===== config.mk =====
export PLATFORM = sky130hd
export DESIGN_NAME = seg_scan_ctrl
export DESIGN_NICKNAME = d
export VERILOG_FILES = /design/src/rtl/seg_pkg.sv /design/src/rtl/seg_hex_decode.sv /design/src/rtl/seg_scan_ctrl.sv
export SDC_FILE = /design/constraint.sdc
export NUM_CORES = 1
export LEC_CHECK = 0
export ABC_AREA = 1
export ABC_CLOCK_PERIOD_IN_PS = 3900
export CORE_MARGIN = 10
export CORE_UTILIZATION = 50
export DETAILED_ROUTE_END_ITERATION = 8
export PLACE_DENSITY = 0.74
export SYNTH_ARGS = -nofsm -noshare
export SYNTH_HDL_FRONTEND = slang
export SYNTH_SLANG_ARGS = --single-unit

===== constraint.sdc =====
create_clock -name clk_1khz -period 3.9 [get_ports clk_1khz]
set_input_delay 0.585 -clock clk_1khz [delete_from_list [all_inputs] [get_ports clk_1khz]]
set_output_delay 0.585 -clock clk_1khz [all_outputs]
set_load 0.01 [all_outputs]

===== src/rtl/seg_pkg.sv =====
// Shared definitions for the multiplexed seven-segment scan controller.
// Glyphs are active-low {g,f,e,d,c,b,a}.
package seg_pkg;

    localparam int DIGITS_DEF       = 8;
    localparam int BRIGHT_W_DEF     = 2;
    localparam int BLINK_FRAMES_DEF = 4;

    localparam logic [6:0] BLANK = 7'h7F;

    // Entry 15 first; A-F drawn as A,b,C,d,E,F
    localparam logic [15:0][6:0] GLYPH = {
        7'h0E, 7'h06, 7'h21, 7'h46,
        7'h03, 7'h08, 7'h10, 7'h00,
        7'h78, 7'h02, 7'h12, 7'h19,
        7'h30, 7'h24, 7'h79, 7'h40
    };

endpackage


===== src/rtl/seg_hex_decode.sv =====
// Combinational hex nibble to active-low seven-segment glyph.
// Output bit order is {g,f,e,d,c,b,a}.
module seg_hex_decode
    import seg_pkg::*;
(
    input  logic [3:0] hex,
    output logic [6:0] seg
);

    assign seg = GLYPH[hex];

endmodule


===== src/rtl/seg_scan_ctrl.sv =====
// Multiplexed seven-segment scan controller with brightness, blink,
// leading-zero blanking and frame-aligned double-buffered loads.
module seg_scan_ctrl
    import seg_pkg::*;
#(
    parameter int DIGITS       = DIGITS_DEF,
    parameter int BRIGHT_W     = BRIGHT_W_DEF,
    parameter int BLINK_FRAMES = BLINK_FRAMES_DEF
) (
    input  logic                  clk_1khz,
    input  logic                  rst,
    input  logic [4*DIGITS-1:0]   data_i,
    input  logic [DIGITS-1:0]     dp_i,
    input  logic                  load_i,
    input  logic [BRIGHT_W-1:0]   bright_i,
    input  logic [DIGITS-1:0]     blink_i,
    input  logic                  blank_lz_i,
    output logic [6:0]            seg_o,
    output logic                  dp_o,
    output logic [DIGITS-1:0]     led_en_o,
    output logic                  frame_o
);

    localparam int IDX_W = (DIGITS > 1) ? $clog2(DIGITS) : 1;
    localparam int BLK_W = $clog2(BLINK_FRAMES + 1);
    localparam logic [IDX_W-1:0] LAST     = IDX_W'(DIGITS - 1);
    localparam logic [BLK_W-1:0] BLK_LAST = BLK_W'(BLINK_FRAMES - 1);

    logic [IDX_W-1:0]       idx;
    logic [BRIGHT_W-1:0]    slot;
    logic [DIGITS-1:0][3:0] disp;
    logic [DIGITS-1:0][3:0] pend;
    logic [DIGITS-1:0]      disp_dp;
    logic [DIGITS-1:0]      pend_dp;
    logic                   pend_vld;
    logic [BLK_W-1:0]       blk_cnt;
    logic                   phase;

    logic                   slot_end;
    logic                   wrap;
    logic [3:0]             nib;
    logic [6:0]             glyph;
    logic [DIGITS-1:0]      lz;
    logic                   zero_above;
    logic                   blink_off;
    logic                   suppress;
    logic                   lit;

    assign slot_end = &slot;
    assign wrap     = slot_end && (idx == LAST);

    always_ff @(posedge clk_1khz or posedge rst) begin
        if (rst) begin
            idx  <= '0;
            slot <= '0;
        end else begin
            slot <= slot + 1'b1;
            if (slot_end) begin
                idx <= (idx == LAST) ? '0 : idx + 1'b1;
            end
        end
    end

    // New data only lands on the frame boundary so a frame never mixes values
    always_ff @(posedge clk_1khz or posedge rst) begin
        if (rst) begin
            disp     <= '0;
            disp_dp  <= '0;
            pend     <= '0;
            pend_dp  <= '0;
            pend_vld <= 1'b0;
        end else if (wrap) begin
            pend_vld <= 1'b0;
            if (load_i) begin
                disp    <= data_i;
                disp_dp <= dp_i;
            end else if (pend_vld) begin
                disp    <= pend;
                disp_dp <= pend_dp;
            end
        end else if (load_i) begin
            pend     <= data_i;
            pend_dp  <= dp_i;
            pend_vld <= 1'b1;
        end
    end

    always_ff @(posedge clk_1khz or posedge rst) begin
        if (rst) begin
            blk_cnt <= '0;
            phase   <= 1'b1;
        end else if (wrap) begin
            if (blk_cnt == BLK_LAST) begin
                blk_cnt <= '0;
                phase   <= ~phase;
            end else begin
                blk_cnt <= blk_cnt + 1'b1;
            end
        end
    end

    // lz[k] is set when digit k and everything above it are zero
    always_comb begin
        lz         = '0;
        zero_above = 1'b1;
        for (int k = DIGITS - 1; k >= 1; k--) begin
            zero_above = zero_above && (disp[k] == 4'h0);
            lz[k]      = zero_above;
        end
    end

    assign nib       = disp[idx];
    assign blink_off = !phase && blink_i[idx];
    assign suppress  = blank_lz_i && lz[idx];
    assign lit       = (slot <= bright_i);

    seg_hex_decode u_dec (
        .hex (nib),
        .seg (glyph)
    );

    always_ff @(posedge clk_1khz or posedge rst) begin
        if (rst) begin
            led_en_o <= '1;
            seg_o    <= BLANK;
            dp_o     <= 1'b1;
            frame_o  <= 1'b0;
        end else begin
            led_en_o <= lit ? ~(DIGITS'(1) << idx) : '1;
            seg_o    <= (blink_off || suppress) ? BLANK : glyph;
            dp_o     <= blink_off ? 1'b1 : ~disp_dp[idx];
            frame_o  <= wrap;
        end
    end

endmodule


==> run notes, run 1 <==
The following summarizes the physical implementation.

Outcome
The flow ran to the end, and the final reports show no timing, DRC or antenna violations.

Global routing
The first global-routing pass estimated 20.0 mm of wire. The total global-route track usage is 0.159. The number of antenna violations at the first check in global routing is 0. The number of global-route vias before repair is 4282.

Setup path
The critical path buffer and inverter count is 2. The critical path is of the reg2reg type. The cell sequence reported for the critical path is buf_4 -> ha_1 -> ha_1 -> nand2_2 -> nand2_2 -> buf_4 -> nand2_1 -> o21ai_0. The worst register-to-register path ends at pend[25]$_DFFE_PP0P_. The data arrival time of the critical path is 2.63 ns. The worst reg-to-reg path cell count is 8. All stages included, the depth of the critical timing path comes to 8. The source of the critical timing path is idx[1]$_DFFE_PP0P_.

The worst setup path is captured at a flip-flop. The largest delay contributor family on the critical path is simple AND/OR/NAND/NOR gates.

Route
The wire length after detailed routing is 11.7 mm. The post-detailed-route via-to-cell ratio is 5.22. The routed wirelength normalized by instance count is 14.4 um. The number of search-and-repair iterations in the first detailed-routing pass is 5.

STA
The portion of the clock cycle consumed by the worst path in the final layout is 0.607. The shortest period the worst path allows is 2.37 ns. In the final report, the number of hold violations comes to 0. The count of endpoints failing setup in the final report is 0.

Clock tree
The number of gates resized after CTS was 0. The cell sitting at the root of the clock tree is a clkbuf_8. The H-tree was split into 3 levels. The number of clock sinks seen by CTS is 107.

Layout
Leaving out the clock tree, the finished layout contains a buffer count of 76. The inverter count is 61. Among logic cells in the layout, the one with the most instances is nand2_1. The layout cell share with drive strength beyond 1 is 0.122. The final-layout non-clock buffer area share is 0.120.

The layout multi-input combinational cell count is 415. The layout report lists the multi-input gate area as 0.00223 mm^2. Ranked by total area, the top cell class in this layout is flip-flops and latches. Per the final report, the share of cell area in clock cells is 0.0295. Registers represent a cell area share of 0.430.

Power and ir drop
The leakage power is 2.93 nW. The total power is 2.23 mW. Power attributed to sequential cells is 1.25 mW. The internal power of the cells totals 1.62 mW.

Flow run
The number of maximum-capacitance constraint violations is 0. Across all stage logs, warnings added up to 35.

Floorplan
The effective utilization at floorplan is 0.515. The y dimension of the die is 123 um. The number of ports placed on the die boundary is 71.

Hold path
The min-delay analysis places its worst path in the category reg2reg. The launch point of the worst min-delay path is recorded as slot[0]$_DFF_PP0_.

Synthesis
The fraction of the mapped netlist area in simple logic gates is 0.219. The post-synthesis compound-gate area fraction is 0.0982. Synthesis produced a netlist with a net count of 684.

The total cell area reported by yosys after synthesis is 0.00534 mm^2. In the synthesized netlist the dominant register cell turns out to be dfrtp_1. The cell count in the Yosys report is 614.

The share of synthesized area occupied by flip-flops and latches is 0.506. In this run, the synthesized area fraction spent on adder and majority cells is recorded as 0.0375. For this run, the number of Yosys warnings is 0.
-- run 1: cell usage after synthesis (5+ instances only) --
cell type	n	share of area
nand2_2	5	0.0059
ha_1	16	0.038
buf_4	7	0.0098
buf_2	10	0.0094
a31oi_1	29	0.034
a21oi_1	8	0.0075
dfstp_2	17	0.084
o21ai_0	30	0.028
clkbuf_1	11	0.0077
dfrtp_1	90	0.42
inv_1	58	0.041
o211ai_1	13	0.018
nand2_1	167	0.12
nand3_1	56	0.053
mux2_2	29	0.061
nor2_1	51	0.036
-- run 1: layer usage --
layer	vias up	GRT usage	share of wire
li1	2101	-	-
met3	20	0.0283	0.058
met4	0	0.0699	0.025
met1	1998	0.209	0.46
met5	-	0	0
met2	111	0.253	0.46
Figure 1. Clock distribution (run 1).
Scale bar: 20 um.
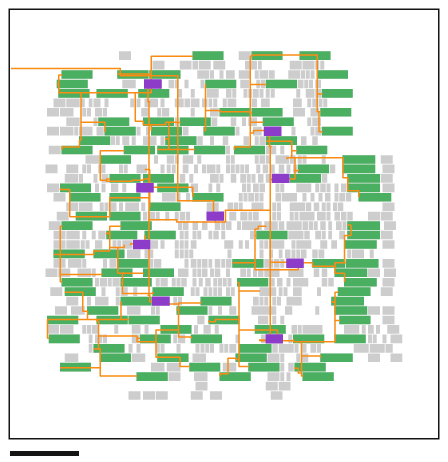
Key: clock-net drivers = purple [count 9]; clock wires = orange [length 1170 um]; flip-flops = green [count 107]
Position of the flops: all over the die.

Figure 2. Sequential cells colored by netlist name (run 1).
Other sequential cells in the stronger gray, the rest of the logic in the fainter gray.
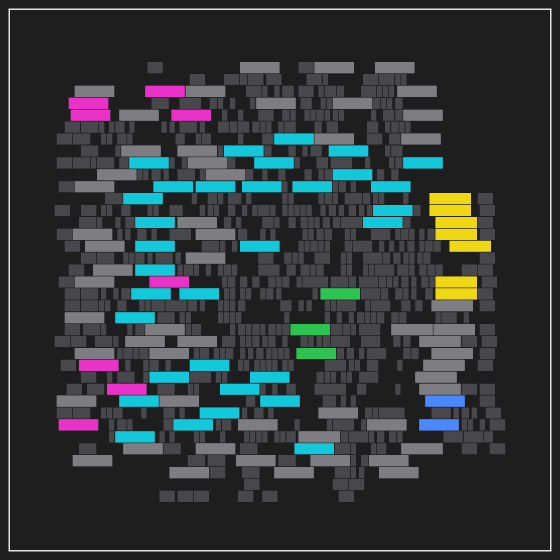
Key: pend_dp = magenta [flops 8]; idx = green [flops 3]; slot = blue [flops 2]; disp = cyan [flops 32]; seg_o = yellow [flops 7, where middle right]

Figure 3. Clock nets (run 1).
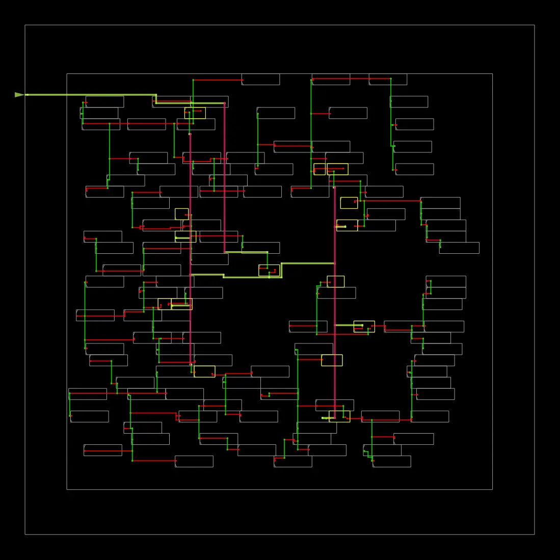
total clock buffers created by CTS: 9
Seq Cell Count: 107
clk_lat worst skew: 0.38 ns
power drawn by the clock network: 644 uW
Layout Skew: 0.0164 ns

Figure 4. Cells colored by class (run 1).
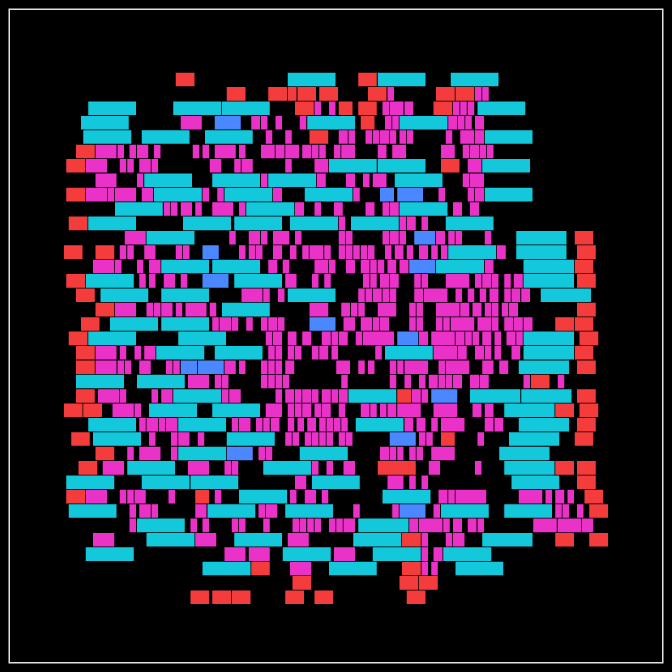
Key: registers = cyan [cells 107]; clock drivers and dummy loads = blue [cells 15]; remaining buffers and delay cells = red [cells 76]; remaining logic cells = magenta [cells 476]
core area: 0.0104 mm^2
FP Rows: 37
final design utilization: 0.605
post-route cell area: 0.00627 mm^2

Figure 5. Selected gate families (run 1).
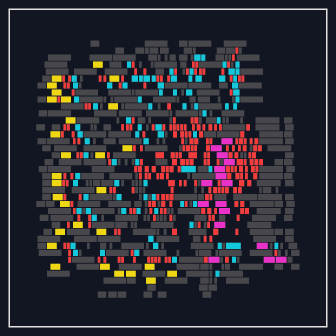

==> inputs of run 2 (changes only) <==
Settings changed: ABC_CLOCK_PERIOD_IN_PS 3900 to 2200.
Clock period 3.9 ns to 2.2 ns, I/O delays scaled along.
Figure 6. Selected gate families (run 2).
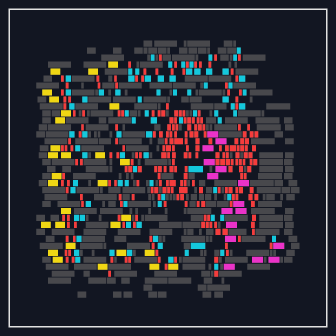
Key: nand cells = red [cells 232]; aoi and oai cells = cyan [cells 83]; fa/ha/maj cells = magenta [cells 16]; mux cells = yellow [cells 29]

==> run 2 against run 1 <==
Effect of this change:
- synthesized cell count unchanged
- worst setup slack got worse by 1.3 ns
- die area stayed put
- combinational power rose by 79%
- global-route usage is 0.24 points lower
- highest routed layer unchanged
- cell count is 0.86% higher
- synthesized area stayed put
- via count shrank 0.31%
==> run notes, run 2 <==
The following summarizes the physical implementation.

Synthesis
The cell accounting for the most synthesized area is dfrtp_1. Counting every net in the synthesized netlist gives 684. The dominant register cell is dfrtp_1. Yosys attributes the largest share of cell area to dfrtp_1 42%, nand2_1 12%, dfstp_2 8.4%, mux2_2 6.1%, nand3_1 5.3%.

By count the netlist is led by 167 x nand2_1, 90 x dfrtp_1, 58 x inv_1, 56 x nand3_1, 51 x nor2_1. The tally of yosys warning messages is 0. The share of the Yosys chip area taken by registers is 0.506.

Outcome
The run finished with clean final reports.

Clock tree
The CTS log lists the clock sinks for this run as 107. The insertion delay to the later sink of the worst-skew pair is 0.38 ns.

Floorplan
According to the floorplan report, the placeable core area is 0.0104 mm^2. In the floorplan report the effective utilization is 0.515. The number of ports placed on the die boundary is 71.

STA
The final number of hold-violating endpoints is 0. The last timing report of the flow puts the setup violation total at 0. The post-route clock skew is 0.0120 ns.

Route
The amount of wire on met3 after detailed routing is 650 um. The highest metal layer carrying signal wires in the routed design is met4. The routed length on met2 is 5.29 mm. The post-detailed-route via-to-cell ratio is 5.16. In the final routing, the length of wire on met1 measures 5.27 mm. The wire length after detailed routing is 11.4 mm. After detailed routing, the average wire length per cell comes to 13.9 um.

Power and ir drop
The power report lists cell-internal power as 2.85 mW.

Global routing
The fraction of met2 tracks used by global routing is 0.251. Global route summary, busiest routing layer listed as met2. The routing usage on met3 is 0.0310. The fraction of met1 tracks used by global routing is 0.208.

Setup path
In this run the critical path is formed by buf_4 -> nand2_1 -> nand3_1 -> nand3_1 -> nand2_1 -> inv_1 -> ha_1 -> nand3_1 -> nand2_1 -> nand2_1 -> nand3_1. Along the critical path, the tally of buffer and inverter instances is 2. Looking at the reg2reg group, the worst path ends at seg_o[6]$_DFF_PP1_.

Layout
The area of all placed cells without fillers is 0.00634 mm^2. Counting only logic cells after layout, the most numerous master is nand2_1. The layout cell share with drive strength beyond 1 is 0.132.

Hold path
The type of the tightest min-delay check is in2async.
Figure 7. Cells colored by class (run 2).
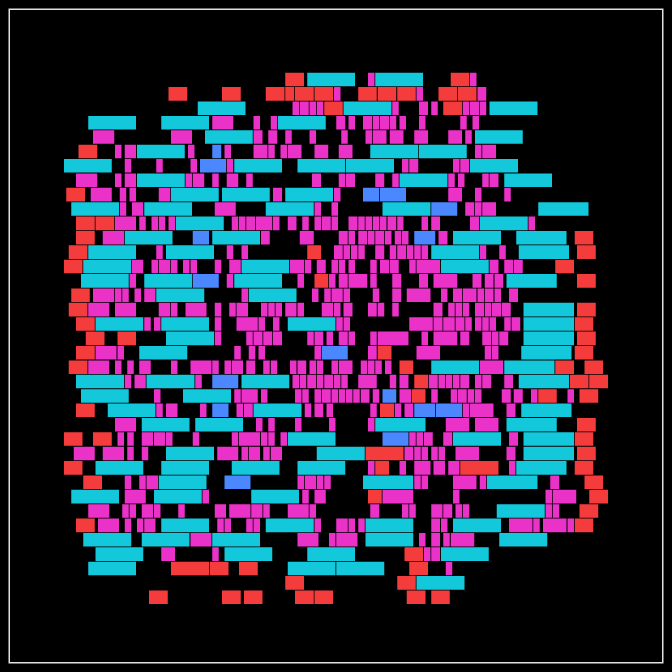
Key: remaining buffers and delay cells = red [cells 82]; registers = cyan [cells 107]; clock drivers and dummy loads = blue [cells 16]; remaining logic cells = magenta [cells 476]

## run 2: cell counts after synthesis
No cell type changed its count.
## run 2: cell type report
| type | instances | area (um^2) |
|---|---|---|
| flip-flops and latches | 107 | 2700 |
| fillers | 927 | 4030 |
| multi-input cells | 415 | 2230 |
| clock buffers | 9 | 124 |
| repair buffers | 82 | 823 |
| well taps | 136 | 170 |
| clock inverters | 7 | 61.3 |
| inverters | 61 | 235 |
## run 2: cell families after synthesis
| family | Yosys count | share of synthesized area |
|---|---|---|
| mux | 29 | 0.0612 |
| fa+ha+maj | 16 | 0.0375 |
| simple gates | 284 | 0.219 |
| flops | 107 | 0.506 |
| compound gates | 85 | 0.0982 |
| xor+xnor | 1 | 0.00164 |
| buf+inv | 92 | 0.0762 |
Power and IR drop assume default switching activity.
